**src/rtl/legv8_multicycle_controller.sv**
```systemverilog
// LEGv8 multi-cycle control sequencer: fetch, decode, execute, memory, writeback.
// Define LEGV8_CBZ_EN to decode and execute CBZ; otherwise CBZ is treated as illegal.
module legv8_multicycle_controller (
  input  logic        clk,
  input  logic        reset,
  input  logic        run,
  input  logic [31:0] instruction,
  input  logic        zero,
  input  logic        mem_ready,
  output logic        ir_write,
  output logic        pc_write,
  output logic        branch,
  output logic        mem_read_dm,
  output logic        mem_write_dm,
  output logic        reg_write_rf,
  output logic        mux2,
  output logic        mux3,
  output logic [2:0]  alu_op,
  output logic [2:0]  state,
  output logic        illegal,
  output logic [15:0] instret
);
  // state     | meaning
  // IDLE      | waiting for run
  // FETCH     | load IR, PC <= PC+4
  // DECODE    | classify instruction, trap illegal opcodes
  // EXECUTE   | ALU operation / branch resolution
  // MEMORY    | data-memory access, stalls until mem_ready
  // WRITEBACK | register-file write
  // HALT      | illegal opcode seen, exit only via reset
  typedef enum logic [2:0] {
    IDLE = 3'd0, FETCH = 3'd1, DECODE = 3'd2, EXECUTE = 3'd3,
    MEMORY = 3'd4, WRITEBACK = 3'd5, HALT = 3'd6
  } state_t;

  typedef enum logic [2:0] {
    CL_ADD, CL_SUB, CL_AND, CL_ORR, CL_LDUR, CL_STUR, CL_CBZ, CL_B
  } class_t;

  state_t      st, st_nx;
  class_t      cls, cls_dec, cls_nx;
  logic        dec_ok, retire, pc_write_q;
  logic [10:0] ctl_q;
  logic        unused_instr_bits;

  assign unused_instr_bits = ^instruction[20:0];

  always_comb begin
    cls_dec = CL_ADD;
    dec_ok  = 1'b1;
    case (instruction[31:21])
      11'b10001011000: cls_dec = CL_ADD;
      11'b11001011000: cls_dec = CL_SUB;
      11'b10001010000: cls_dec = CL_AND;
      11'b10101010000: cls_dec = CL_ORR;
      11'b11111000010: cls_dec = CL_LDUR;
      11'b11111000000: cls_dec = CL_STUR;
      default: begin
        dec_ok = 1'b0;
`ifdef LEGV8_CBZ_EN
        if (instruction[31:24] == 8'b10110100) begin
          cls_dec = CL_CBZ;
          dec_ok  = 1'b1;
        end
`endif
        if (instruction[31:26] == 6'b000101) begin
          cls_dec = CL_B;
          dec_ok  = 1'b1;
        end
      end
    endcase
  end

  always_comb begin
    st_nx  = st;
    retire = 1'b0;
    case (st)
      IDLE:      if (run) st_nx = FETCH;
      FETCH:     st_nx = DECODE;
      DECODE:    st_nx = dec_ok ? EXECUTE : HALT;
      EXECUTE: begin
        case (cls)
          CL_LDUR, CL_STUR: st_nx = MEMORY;
          CL_CBZ, CL_B:     retire = 1'b1;
          default:          st_nx = WRITEBACK;
        endcase
      end
      MEMORY: begin
        if (mem_ready) begin
          if (cls == CL_LDUR) st_nx = WRITEBACK;
          else                retire = 1'b1;
        end
      end
      WRITEBACK: retire = 1'b1;
      HALT:      st_nx = HALT;
      default:   st_nx = IDLE;
    endcase
    if (retire) st_nx = run ? FETCH : IDLE;
  end

  assign cls_nx = (st == DECODE) ? cls_dec : cls;

  // Control word for a given state/class: {ir, pc, br, mrd, mwr, rw, mux2, mux3, alu[2:0]}
  function automatic logic [10:0] ctl_of(input state_t s, input class_t c);
    logic       ir, pc, br, mrd, mwr, rw, m2, m3;
    logic [2:0] alu;
    {ir, pc, br, mrd, mwr, rw, m2, m3} = 8'b0;
    alu = 3'b000;
    case (s)
      FETCH: begin
        ir = 1'b1;
        pc = 1'b1;
      end
      EXECUTE: begin
        case (c)
          CL_ADD:  alu = 3'b010;
          CL_SUB:  alu = 3'b110;
          CL_AND:  alu = 3'b000;
          CL_ORR:  alu = 3'b001;
          CL_LDUR, CL_STUR: begin
            alu = 3'b010;
            m2  = 1'b1;
          end
`ifdef LEGV8_CBZ_EN
          CL_CBZ: begin
            alu = 3'b111;
            br  = 1'b1;
          end
`endif
          CL_B: begin
            br = 1'b1;
            pc = 1'b1;
          end
          default: alu = 3'b000;
        endcase
      end
      MEMORY: begin
        alu = 3'b010;
        m2  = 1'b1;
        mrd = (c == CL_LDUR);
        mwr = (c == CL_STUR);
      end
      WRITEBACK: begin
        rw = 1'b1;
        m3 = (c == CL_LDUR);
      end
      default: alu = 3'b000;
    endcase
    return {ir, pc, br, mrd, mwr, rw, m2, m3, alu};
  endfunction

  always_ff @(posedge clk) begin
    if (!reset) begin
      st      <= IDLE;
      cls     <= CL_ADD;
      ctl_q   <= 11'd0;
      illegal <= 1'b0;
      instret <= 16'd0;
    end else begin
      st    <= st_nx;
      cls   <= cls_nx;
      ctl_q <= ctl_of(st_nx, cls_nx);
      if (retire) instret <= instret + 16'd1;
      if (st == DECODE && !dec_ok) illegal <= 1'b1;
    end
  end

  assign {ir_write, pc_write_q, branch, mem_read_dm, mem_write_dm,
          reg_write_rf, mux2, mux3, alu_op} = ctl_q;
  // CBZ resolves the branch from the live zero flag during EXECUTE.
  assign pc_write = pc_write_q | ((st == EXECUTE) && (cls == CL_CBZ) && zero);
  assign state    = st;

endmodule

```
**config.mk**
```make
export PLATFORM = sky130hd
export DESIGN_NAME = legv8_multicycle_controller
export DESIGN_NICKNAME = d
export VERILOG_FILES = /design/src/rtl/legv8_multicycle_controller.sv
export SDC_FILE = /design/constraint.sdc
export NUM_CORES = 1
export LEC_CHECK = 0
export CORE_MARGIN = 4
export CORE_UTILIZATION = 50
export DETAILED_ROUTE_END_ITERATION = 8
export DONT_BUFFER_PORTS = 1
export HOLD_SLACK_MARGIN = 0.08
export PLACE_DENSITY = 0.73
export SLEW_MARGIN = 0
export SYNTH_ARGS = -nofsm -noshare
export SYNTH_HDL_FRONTEND = slang
export SYNTH_SLANG_ARGS = --single-unit
export TNS_END_PERCENT = 30
```
**constraint.sdc**
```tcl
create_clock -name clk -period 5 [get_ports clk]
set_clock_uncertainty 0.2 [all_clocks]
set_input_delay 1 -clock clk [delete_from_list [all_inputs] [get_ports clk]]
set_output_delay 1 -clock clk [all_outputs]
set_load 0.005 [all_outputs]
```
==> impl_metrics.tcl <==
# collected from the flow reports
set metrics [dict create \
    tritoncts "done" \
    total_leakage_power_nw 0.618 \
    vias_per_instance 6.17 \
    worst_r2r_startpoint "state[2]$_SDFF_PN0_" \
    insertedDiodeCount 0 \
    cts_htree_levels 2 \
    clkLatencyLatePin_ns 0.34 \
    crit_path_start_kind "input pin" \
    synth_cell_type_count 58 \
    worstPathCellList "or4b_4 > or4b_4 > o2111a_2 > o211ai_4 > o22ai_1" \
    gate_count_after_technology_mapping 188 \
    antenna_found_initial 0 \
    yosys_most_used_dff "sky130_fd_sc_hd__dfxtp_1" \
    postCtsResizedCells 0 \
    log.warning_count 47 \
    enable_flop_cells 0 \
    ys_top_cells_by_area "sky130_fd_sc_hd__dfxtp_1, sky130_fd_sc_hd__nor2_1, sky130_fd_sc_hd__xnor2_1" \
    placed_area_um2 1720 \
    synth_warn 0 \
    worstPathMaxFanout 6 \
    fmax_mhz 382 \
    critical_path_data_arrival_time_ns 2.66 \
    endpoint_kind "flop" \
    place.port_buffers 0 \
    cts_hold_repair.buffers 0 \
    syn_to_final_growth_pct 7.02 \
    setup-tns-final_ns 0 \
    yosysMostFrequentCell "sky130_fd_sc_hd__dfxtp_1" \
    finalNetCount 226 \
    routedWlPerCell_um 16.3 \
    grt_first_pass_wirelength_um 6070 \
    min_period_over_period_pct 52.4 \
    io-pin-count 68 \
    hold_violations 0 \
    synth.top_cell.area_share_pct 39.8 \
    grt_start_max_net_pins 21 \
    critical_path_required_ns 5.04 \
    yosysTopAreaCell "sky130_fd_sc_hd__dfxtp_1" \
    rsz0062_at_grt "no" \
    yosys_stat_cell_total 188 \
    yosysSeqAreaShare_pct 39.8 \
    outcome "completed" \
    fin_area_um2 1830 \
    cts.sink_count 34 \
    fin_worst_hold_slack_ns 0.297 \
    cts.clk_slew.worst_paths_ns 0.11 \
    final-setup-viol-count 0 \
    die_height_um 66.5 \
    die_x_um 66.5 \
    drv_slew 0 \
    cts.repair_timing.setup_buffer_count 0 \
    first_global_vias 1292 \
    firstDrtPassIters 4 \
    post_syn_area_per_cell_um2 9.10 \
    syn_nets 226 \
    timing.critical_path.slowest_cell_delay_ns 0.54 \
    cts_buffers 5 \
    placement_rows 20 \
    finalWeightedCongestion 0.832 \
    worstMarginPinSlew_ns 0.629 \
    post-layout-total-power_mw 0.794 \
    final_layout_size_suffix_gt1_share_pct 14.8 \
    combined_buffer_and_inverter_count_along_the_critical_path 0 \
    die_outline_area_um2 4420 \
    worst_path_dominant_cell_family "simple AND/OR/NAND/NOR gates" \
    finalWorstPathRequiredPeriod_ns 2.62 \
    critPathLaunch "instruction[21]" \
    antenna_left 0 \
    postSynthRegisterBits 34 \
    detailedRoute.firstIterationViolations 83 \
    synth-area-yosys_um2 1710 \
    max-vdd-ir-drop_uv 228 \
    yosys-top-cells-count "sky130_fd_sc_hd__dfxtp_1, sky130_fd_sc_hd__nor2_1, sky130_fd_sc_hd__nand2_1" \
    hp-class "flop to flop" \
    max_cap_viol_count 0 \
    remaining_drc_errors 0 \
    n_fill_cell 304 \
]
## cells by family after synthesis
group	count (synthesis)	synth area share (%)
AND/OR/NAND/NOR	85	29.4
AND-OR/OR-AND	43	19.9
XOR/XNOR	9	4.61
multiplexers	2	1.17
flip-flops	34	39.8
adder cells (fa/ha/maj)	1	0.731
buffers and inverters	14	4.46
## metrics by stage
| stage | std cells | setup slack (ns) |
|---|---|---|
| 5_1_grt | 233 | 2.34 |
| 3_3_place_gp | 225 | 2.04 |
| 6_report | 233 | 2.38 |
| 2_1_floorplan | 188 | 2.11 |
| 4_1_cts | 233 | 2.40 |
| 3_5_place_dp | 225 | 2.03 |
## cells in the final DEF (no fill, tap or decap), types with 4 or more instances in the layout
| master | count |
|---|---|
| sky130_fd_sc_hd__nand2_1 | 14 |
| sky130_fd_sc_hd__dfxtp_1 | 34 |
| sky130_fd_sc_hd__and4_1 | 5 |
| sky130_fd_sc_hd__nand3_1 | 8 |
| sky130_fd_sc_hd__inv_1 | 6 |
| sky130_fd_sc_hd__a21oi_1 | 8 |
| sky130_fd_sc_hd__xnor2_1 | 8 |
| sky130_fd_sc_hd__or3_1 | 4 |
| sky130_fd_sc_hd__o21ai_0 | 5 |
| sky130_fd_sc_hd__nand4_1 | 4 |
| sky130_fd_sc_hd__clkbuf_4 | 5 |
| sky130_fd_sc_hd__or2_2 | 4 |
| sky130_fd_sc_hd__nor2_1 | 20 |
## power breakdown
group / internal, mW / leakage (nW) / total (mW) / switching [mW]
combinational: 0.0797 / 0.285 / 0.189 / 0.110
sequential: 0.302 / 0.275 / 0.343 / 0.0406
clock: 0.169 / 0.0585 / 0.262 / 0.0928
## worst paths after layout
check / end / slack (ns) / cells past startpoint
hold reg to reg: instret[15]$_SDFFE_PN0P_ / 0.30 / 2
setup reg to reg: instret[13]$_SDFFE_PN0P_ / 2.66 / 5
hold / removal: instret[15]$_SDFFE_PN0P_ / 0.30 / 2
setup / recovery: ctl_q[4]$_SDFF_PN0_ / 2.38 / 5
## state kept, by name, indices dropped and copies added, names as in the netlist
signal and count:
cls 3, ctl_q 11, illegal 1, instret 16, state 3
## final cells by class
class	instances	area (um^2)	area share (%)
tap	44	55.1	3.01
sequential	34	681	37.2
timing repair buffer	1	7.51	0.410
clock buffer	6	51.3	2.80
clock inverter	2	60.1	3.28
inverter	6	22.5	1.23
multi-input combinational	140	955	52.1
## worst register-to-register path: cells and delay by family (launching register included)
kind	cells	cell delay, ns
AND-OR/OR-AND	1	0.64
XOR/XNOR	1	0.19
flip-flops	1	0.48
AND/OR/NAND/NOR	3	0.70
## per-layer routing
layer,part of all wire (%),track usage (%)
met2,46,28.3
met3,12,8.60
met4,0.58,6.09
met5,0,0
met1,42,22.1
Routing congestion:
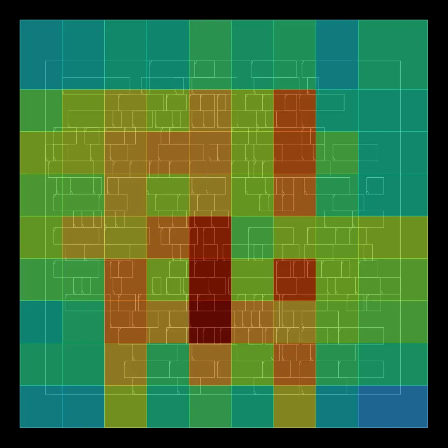
Global Route met3 Usage: 8.60%
total routing usage reported by global routing: 18.2%
end-of-flow core utilization: 58.1%

Metal 2:
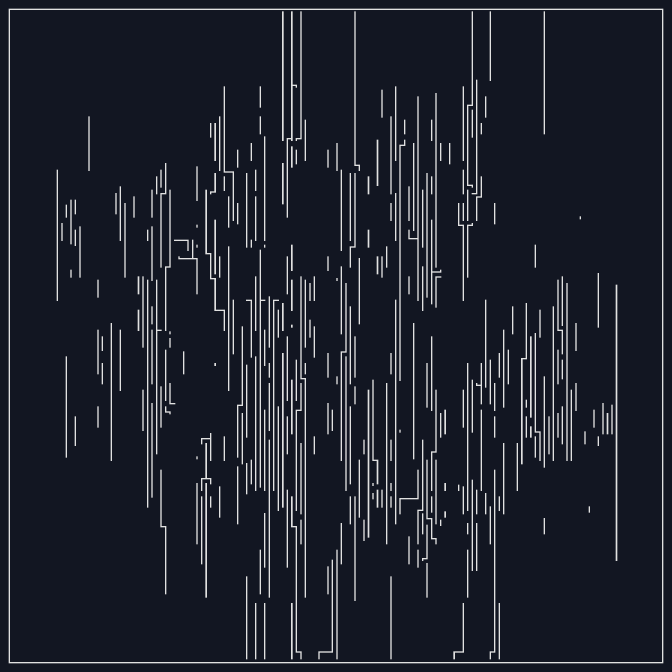
main direction	vertical
share of all routed wire	46%
wire length on this layer	1740 um
nets with wire on the layer	179
sum of routed wire length over all layers: 3800 um
met2 capacity usage during global routing: 28.3%

Gate-type map:
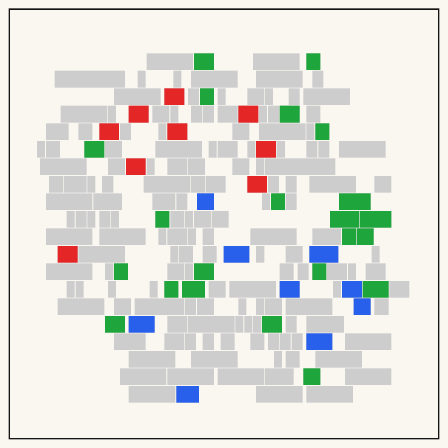
family	colour	cells
xor and xnor cells	red	9
and/or cells	green	22
non-inverting ao/oa cells	blue	9
post-route insts no fill: 233
fraction of standard cell area in multi-input logic: 52.1%
Commonest Layout Cell: sky130_fd_sc_hd__dfxtp_1

Wiring by layer:
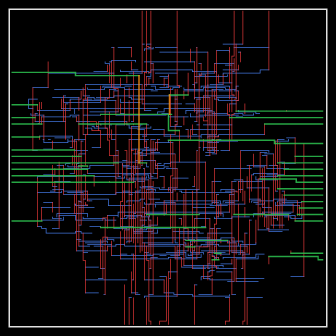
layer	colour	wire length
M1	blue	1590 um
M2	red	1740 um
M4	orange	22.4 um
M3	green	450 um

Cell area per tile:
7 x 7 tiles, from white (low) to dark blue (high), 0 to 100% covered.
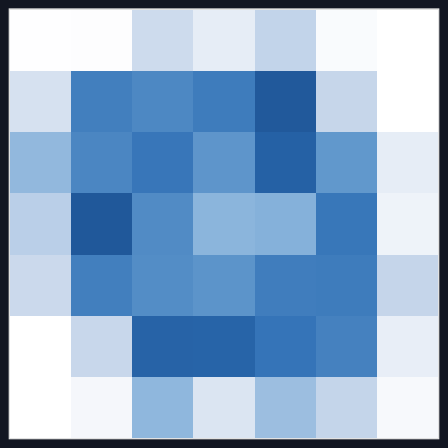
tiles over 75% full	10%
nearly empty tiles	12%
mean over tiles	40%
fullest tile	84%
Initial Utilization: 54.3%
placeable core region: 3150 um^2

Power figures rest on the tool's default switching activity, not on a simulated workload.
